File: config.mk
export PLATFORM = sky130hd
export DESIGN_NAME = mem_stage
export DESIGN_NICKNAME = d
export VERILOG_FILES = /design/src/rtl/mem_stage.sv
export SDC_FILE = /design/constraint.sdc
export NUM_CORES = 1
export LEC_CHECK = 0
export CAP_MARGIN = 25
export CORE_AREA = 5 5 108 211
export CTS_BUF_LIST = sky130_fd_sc_hd__clkbuf_8
export DETAILED_ROUTE_END_ITERATION = 10
export DIE_AREA = 0 0 113 216
export GPL_ROUTABILITY_DRIVEN = 0
export GPL_TIMING_DRIVEN = 0
export SKIP_LAST_GASP = 1
export SLEW_MARGIN = 20
export SYNTH_ARGS = -nofsm -noshare
export SYNTH_HDL_FRONTEND = slang
export SYNTH_SLANG_ARGS = --single-unit
File: constraint.sdc
create_clock -name clk -period 2.7 [get_ports clk]
set_input_delay 0.54 -clock clk [delete_from_list [all_inputs] [get_ports clk]]
set_output_delay 0.54 -clock clk [all_outputs]
set_load 0.02 [all_outputs]
File: src/rtl/mem_stage.sv
// mem_stage: memory / writeback-prep stage that sits directly after the ALU.
//
// Takes one instruction per ex_valid/ex_ready handshake. Non-memory ops are
// turned into a writeback beat on the next cycle. Loads and stores are issued
// on the dmem req/gnt/rvalid interface. Load data is lane-shifted and sign- or
// zero-extended. Misaligned or illegal memory ops raise a one-cycle exception
// pulse instead of touching memory. Exactly one registered wb_valid pulse is
// produced per accepted instruction.
//
// Ports:
//   clk, reset            rising-edge clock, synchronous active-high reset
//   ex_valid / ex_ready   upstream handshake (ex_ready is high only in IDLE)
//   alu_result            ALU result; effective address for memory ops
//   rs2_data              store data
//   mem_read, mem_write   load / store (both set = illegal)
//   funct3                access size and sign (B, H, W, BU, HU)
//   reg_write, rd_addr    destination register control
//   dmem_req/we/addr/be/wdata   data-memory request, held until dmem_gnt
//   dmem_gnt              request accepted this cycle
//   dmem_rvalid, dmem_rdata     load response (full word)
//   wb_valid/we/rd/data   writeback beat (wb_valid is a one-cycle pulse)
//   misaligned_exc        one-cycle pulse, coincident with wb_valid
//   exc_addr              faulting address, held until the next exception
module mem_stage #(
    parameter int DW = 32
) (
    input  logic          clk,
    input  logic          reset,
    input  logic          ex_valid,
    output logic          ex_ready,
    input  logic [DW-1:0] alu_result,
    input  logic [DW-1:0] rs2_data,
    input  logic          mem_read,
    input  logic          mem_write,
    input  logic [2:0]    funct3,
    input  logic          reg_write,
    input  logic [4:0]    rd_addr,
    output logic          dmem_req,
    output logic          dmem_we,
    output logic [DW-1:0] dmem_addr,
    output logic [3:0]    dmem_be,
    output logic [DW-1:0] dmem_wdata,
    input  logic          dmem_gnt,
    input  logic          dmem_rvalid,
    input  logic [DW-1:0] dmem_rdata,
    output logic          wb_valid,
    output logic          wb_we,
    output logic [4:0]    wb_rd,
    output logic [DW-1:0] wb_data,
    output logic          misaligned_exc,
    output logic [DW-1:0] exc_addr
);

    typedef enum logic [1:0] {
        IDLE = 2'd0,
        REQ  = 2'd1,
        WAIT = 2'd2
    } state_t;

    state_t state, state_next;

    // Request context latched at accept; used when the response returns.
    logic [1:0]    off_p1;
    logic [2:0]    funct3_p1;
    logic          rw_p1;
    logic [4:0]    rd_p1;
    logic [DW-1:0] addr_p1;

    logic accept;
    logic mem_op;
    logic bad_op;

    // Illegal combinations: read&write, unknown funct3, unsigned sizes on a
    // store, and sizes that straddle their natural alignment.
    function automatic logic is_bad(input logic rd, input logic wr,
                                    input logic [2:0] f3, input logic [1:0] off);
        logic r;
        r = 1'b1;
        if (!(rd && wr)) begin
            case (f3)
                3'b000:  r = 1'b0;
                3'b001:  r = off[0];
                3'b010:  r = (off != 2'b00);
                3'b100:  r = wr;
                3'b101:  r = wr | off[0];
                default: r = 1'b1;
            endcase
        end
        return r;
    endfunction

    function automatic logic [3:0] lane_be(input logic [2:0] f3, input logic [1:0] off);
        logic [3:0] be;
        case (f3[1:0])
            2'b00:   be = 4'b0001 << off;
            2'b01:   be = 4'b0011 << off;
            default: be = 4'b1111;
        endcase
        return be;
    endfunction

    function automatic logic [DW-1:0] lane_wdata(input logic [2:0] f3, input logic [DW-1:0] d);
        logic [DW-1:0] w;
        case (f3[1:0])
            2'b00:   w = {4{d[7:0]}};
            2'b01:   w = {2{d[15:0]}};
            default: w = d;
        endcase
        return w;
    endfunction

    // Shift the addressed lane down to bit 0, then extend by funct3.
    function automatic logic [DW-1:0] load_fmt(input logic [2:0] f3, input logic [1:0] off,
                                               input logic [DW-1:0] rdata);
        logic [DW-1:0]        sh;
        logic signed [7:0]    b;
        logic signed [15:0]   h;
        logic [DW-1:0]        r;
        sh = rdata >> {off, 3'b000};
        b  = $signed(sh[7:0]);
        h  = $signed(sh[15:0]);
        case (f3)
            3'b000:  r = {{(DW-8){b[7]}}, b};
            3'b001:  r = {{(DW-16){h[15]}}, h};
            3'b100:  r = {{(DW-8){1'b0}}, sh[7:0]};
            3'b101:  r = {{(DW-16){1'b0}}, sh[15:0]};
            default: r = sh;
        endcase
        return r;
    endfunction

    assign ex_ready = (state == IDLE);
    assign accept   = ex_valid & ex_ready;
    assign mem_op   = mem_read | mem_write;
    assign bad_op   = is_bad(mem_read, mem_write, funct3, alu_result[1:0]);

    always_ff @(posedge clk) begin
        if (reset) state <= IDLE;
        else       state <= state_next;
    end

    always_comb begin
        state_next = state;
        case (state)
            IDLE:    if (accept && mem_op && !bad_op) state_next = REQ;
            REQ:     if (dmem_gnt) state_next = dmem_we ? IDLE : WAIT;
            WAIT:    if (dmem_rvalid) state_next = IDLE;
            default: state_next = IDLE;
        endcase
    end

    // ---- stage p1: request issue and writeback beat ----
    always_ff @(posedge clk) begin
        if (reset) begin
            dmem_req       <= 1'b0;
            dmem_we        <= 1'b0;
            dmem_addr      <= '0;
            dmem_be        <= '0;
            dmem_wdata     <= '0;
            wb_valid       <= 1'b0;
            wb_we          <= 1'b0;
            wb_rd          <= '0;
            wb_data        <= '0;
            misaligned_exc <= 1'b0;
            exc_addr       <= '0;
            off_p1         <= '0;
            funct3_p1      <= '0;
            rw_p1          <= 1'b0;
            rd_p1          <= '0;
            addr_p1        <= '0;
        end else begin
            wb_valid       <= 1'b0;
            misaligned_exc <= 1'b0;
            case (state)
                IDLE: begin
                    if (accept) begin
                        if (!mem_op) begin
                            wb_valid <= 1'b1;
                            wb_we    <= reg_write;
                            wb_rd    <= rd_addr;
                            wb_data  <= alu_result;
                        end else if (bad_op) begin
                            wb_valid       <= 1'b1;
                            wb_we          <= 1'b0;
                            wb_rd          <= rd_addr;
                            wb_data        <= alu_result;
                            misaligned_exc <= 1'b1;
                            exc_addr       <= alu_result;
                        end else begin
                            dmem_req   <= 1'b1;
                            dmem_we    <= mem_write;
                            dmem_addr  <= {alu_result[DW-1:2], 2'b00};
                            dmem_be    <= lane_be(funct3, alu_result[1:0]);
                            dmem_wdata <= lane_wdata(funct3, rs2_data);
                            off_p1     <= alu_result[1:0];
                            funct3_p1  <= funct3;
                            rw_p1      <= reg_write;
                            rd_p1      <= rd_addr;
                            addr_p1    <= alu_result;
                        end
                    end
                end
                REQ: begin
                    if (dmem_gnt) begin
                        dmem_req <= 1'b0;
                        if (dmem_we) begin
                            wb_valid <= 1'b1;
                            wb_we    <= 1'b0;
                            wb_rd    <= rd_p1;
                            wb_data  <= addr_p1;
                        end
                    end
                end
                WAIT: begin
                    if (dmem_rvalid) begin
                        wb_valid <= 1'b1;
                        wb_we    <= rw_p1;
                        wb_rd    <= rd_p1;
                        wb_data  <= load_fmt(funct3_p1, off_p1, dmem_rdata);
                    end
                end
                default: ;
            endcase
        end
    end

endmodule

Met4 routing:
Drawn at 2 px/um. Supply wires on this layer in grey. Cells faint in the background.
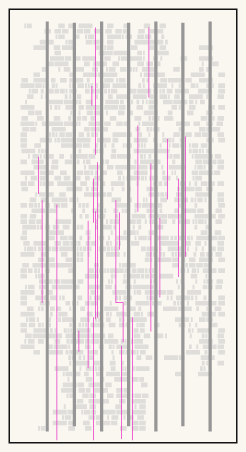
18 nets have wire on it. The layer carries 1100 um of wire. The longest straight run is 118 um. The layer holds 3.7% of the routed length. The wires run mostly vertical.

Layout detail:
Window x 60 to 110, y 137 to 187 um. Cells in grey, sequential cells in the stronger grey; small squares are vias.
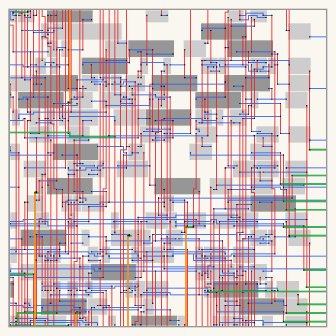
metal 4: shown in orange. metal 2: shown in red. metal 3: shown in green. metal 1: shown in blue.
Most frequent: clkdlybuf4s50_1 (31), dfxtp_1 (21), nand2_1 (18). Sequential cells in the window: 21. Netlist names of flops here include dmem_wdata (8), dmem_be (4), rd_p1 (4). 152 logic cells have their middle in the window.

Signal wires on met3:
Drawn at 3 px/um. Cells faint in the background.
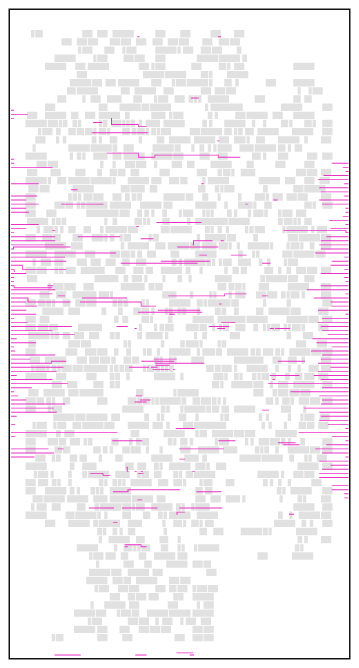
The layer holds 6.1% of the routed length. The wires run mostly horizontal.

Clock nets:
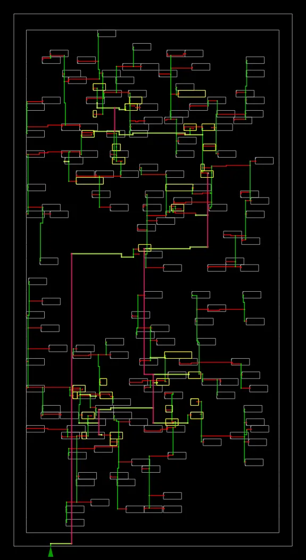
Worst Clk Skew: 0.0174 ns
worst-skew pair later-pin latency: 0.47 ns
clock buffer count from CTS: 17
power in the clock group: 1.95 mW

Pin map:
Drawn at 2 px/um. Pins as bars across the die edge, other pins in grey.
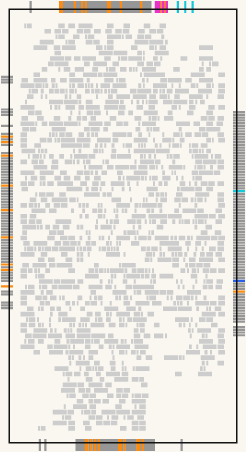
dmem_be: shown in cyan, pins 4, direction output, edge 3 north, 1 east. wb_rd: shown in magenta, pins 5, direction output, edge north. alu_result: shown in orange, pins 32, direction input, edge 11 north, 11 south, 9 west, 1 east. dmem_we: shown in blue, pins 1, direction output, edge east.

Yosys cell counts, types with 3 or more instances:
cell type  number
dfxtp_1       153
nand2_1       134
nor2_1         99
a21oi_1        95
mux2i_1        64
clkbuf_1       43
buf_4          38
a22o_1         24
a22oi_1        23
o21ai_0        19
buf_2          14
a211oi_1       13
a311oi_1       12
o211ai_1       10
inv_1           8
nand3b_1        8
a221oi_1        7
mux2_1          7
mux4_2          7
nor2b_1         7
o41ai_1         7
nor3_1          5
ha_1            4
o21a_1          3
kinds of logic after synthesis:
group / Yosys count / share of synthesized area
fa+ha+maj: 4 / 0.00696
compound gates: 227 / 0.213
simple gates: 265 / 0.152
mux: 79 / 0.124
buf+inv: 106 / 0.0776
other cells: 1 / 0.000522
flops: 153 / 0.426
area by class of cell:
type                            instances  area [um2]
Multi-Input combinational cell        577        3590
Inverter                                9        33.8
Timing Repair Buffer                  251        2510
Tap cell                              269         337
Buffer                                 97         527
Clock buffer                           19         262
Fill cell                            2040       10400
Sequential cell                       153        3060
Clock inverter                         13         178
Antenna cell                            1        2.50
stage by stage:
step	hold WS, ns	utilization	TNS [ns]	total power, mW	setup slack [ns]
2_1_floorplan	0.436	-	0	3.14	0.511
3_3_place_gp	0.442	0.479	-27.16	3.79	-0.376
3_5_place_dp	0.449	0.479	-32.80	3.80	-0.406
4_1_cts	0.418	0.501	0	5.74	0.00369
5_1_grt	0.444	0.502	-0.0641	5.92	-0.0448
6_report	0.435	0.502	0	5.69	0.117
state kept, by name (all words and copies together), names as in the netlist, 2 cells and up:
register    flops
funct3_p1       3
state           2
wb_rd           5
addr_p1        31
rd_p1           5
wb_data        32
dmem_be         4
exc_addr       32
dmem_wdata     32
routing by layer:
metal	wire, um	GRT usage	vias up	part of all wire
met5	0	0	-	0
met4	1100	0.104	0	0.037
met3	1830	0.0544	52	0.061
met2	16600	0.463	284	0.56
met1	10300	0.238	3412	0.35
li1	-	-	3461	-
cells in the final DEF, fill, tap and decap left out, types with 3 or more instances in the layout:
cell | synthesis | routed
a211oi_1 | 13 | 13
a21oi_1 | 95 | 95
a221oi_1 | 7 | 7
a22o_1 | 24 | 24
a22oi_1 | 23 | 23
a311oi_1 | 12 | 12
buf_2 | 14 | 14
buf_4 | 38 | 38
bufinv_16 | 0 | 4
clkbuf_1 | 43 | 42
clkbuf_2 | 0 | 3
clkbuf_8 | 0 | 19
clkdlybuf4s50_1 | 0 | 250
clkinvlp_4 | 0 | 3
dfxtp_1 | 153 | 153
ha_1 | 4 | 4
inv_1 | 8 | 10
mux2_1 | 7 | 7
mux2i_1 | 64 | 64
mux4_2 | 7 | 7
nand2_1 | 134 | 134
nand3b_1 | 8 | 8
nor2_1 | 99 | 98
nor2b_1 | 7 | 7
nor3_1 | 5 | 5
o211ai_1 | 10 | 10
o21a_1 | 3 | 3
o21ai_0 | 19 | 19
o41ai_1 | 7 | 7
critical path, stage by stage:
cell             delay, ns
clkdlybuf4s50_1       0.57
a21oi_1               0.13
nor2_1                0.39
or3_1                 0.18
clkbuf_1              0.33
clkbuf_1              0.52
nand2_1               0.10
a21oi_1               0.19
timing repair:
action	CTS	global route
setup endpoints to repair	10	33
hold buffers	0	0
resized	1	5
==> flow_summary.rst <==
Metrics
=======

.. list-table::
   :header-rows: 1

   * - Metric
     - Value
   * - Achievable frequency
     - 0.387 GHz
   * - Remaining Overflow, GRT
     - 0
   * - Net switching power of the design
     - 1.67 mW
   * - Total placed instance area
     - 0.0100 mm2
   * - Data arrival, critical path
     - 2.96 ns
   * - Class of the tightest hold or removal check
     - in -> reg
   * - Synth-to-layout area growth
     - 46.1%
   * - Number of synthesized register bits
     - 153
   * - Total die size
     - 0.0244 mm2
   * - Critical path launch point type
     - primary input
   * - Most area-hungry cell type in the Yosys netlist
     - dfxtp_1
   * - Worst setup path endpoint
     - addr_p1[7]
   * - Areal power density over the cells
     - 542 mW/mm2
   * - Proportion of total power due to net switching
     - 0.293
   * - Startpoint of the most critical setup path
     - funct3[0]
   * - Hold violation total from the final report
     - 0
   * - Start of the worst register-to-register path
     - state[1]
   * - Number of pins with negative max-slew slack in the final report
     - 0
   * - Power drawn by the combinational cells
     - 1.29 mW
   * - Area of all placed cells without fillers
     - 0.0105 mm2
   * - Synthesized area per cell
     - 8.61 um2
   * - Worst R2R Path Depth
     - 7
   * - Final period util
     - 0.957
   * - Post-Syn Area
     - 0.00719 mm2
   * - Die height
     - 216 um
   * - Portion of total power attributed to combinational logic
     - 0.226
   * - Peak VDD IR
     - 0.337 mV
   * - Initial antenna violation count
     - 1
   * - Clk Tree Root Cell
     - clkbuf_8
   * - Number of buffers on the longest clock path
     - 2
   * - Net count, final
     - 1222
   * - Ys flop type
     - dfxtp_1
   * - Power Internal
     - 4.02 mW
   * - Routed length per placed instance
     - 21.5 um
   * - Count of cells along the worst hold path
     - 3
   * - Post-detailed-route count of antenna-violating nets
     - 0
   * - Tally of OpenROAD warnings
     - 30
   * - Type of destination of the critical path
     - register
   * - RR Endpoint
     - wb_data[13]
   * - Initial Util
     - 0.344
   * - Number of synthesized flops with an enable pin
     - 0
   * - Wire length of the first global-routing pass
     - 44400 um
   * - Worst relative slew slack
     - 0.505
   * - Endpoint with the worst hold slack
     - addr_p1[1]
   * - Run status
     - finished clean
   * - Count of buffers inserted at the top-level ports
     - 250
   * - Part of the total power dissipated in sequential elements
     - 0.433
   * - Pin slew with the least headroom to its limit
     - 0.743 ns
   * - P_seq
     - 2.46 mW
   * - Area fraction of the dominant cell type after synthesis
     - 0.426
   * - Length of the first detailed-routing pass in iterations
     - 5
   * - Gate Count Post-Synth
     - 835
   * - Most area-consuming cells after synthesis
     - dfxtp_1 43%, mux2i_1 8.9%, nand2_1 7.0%, a21oi_1 6.6%, nor2_1 5.2%
   * - Pin count of the biggest net entering global routing
     - 17
   * - Proportion of layout cells with a drive suffix above 1
     - 0.0912
   * - Slack of the worst reg-to-reg path
     - 0.18 ns
   * - Total half-perimeter wirelength after legalization and detailed placement
     - 23500 um
   * - Vias per cell
     - 5.19
   * - Ys cells
     - 835
   * - H-tree depth
     - 4
   * - Distinct cells, synth
     - 51
   * - Endpoint required time on the critical path
     - 3.08 ns
   * - Maxcap violations
     - 0
   * - Startpoint of the tightest hold check path
     - alu_result[1]
   * - Core box area
     - 0.0209 mm2
   * - Overall track demand over capacity in global routing
     - 0.240
   * - Number of DRC markers in iteration 0
     - 464
   * - Clock sink count
     - 153
   * - Fraction of registers with async set/reset
     - 0
   * - Count of synthesis-stage warnings from yosys
     - 0
   * - Setup-failing EPs final
     - 0
   * - Unrepaired setup endpoints after global routing
     - yes
   * - Tmin final
     - 2.58 ns
   * - Leak
     - 3.78 nW
Power figures rest on the tool's default switching activity, not on a simulated workload.
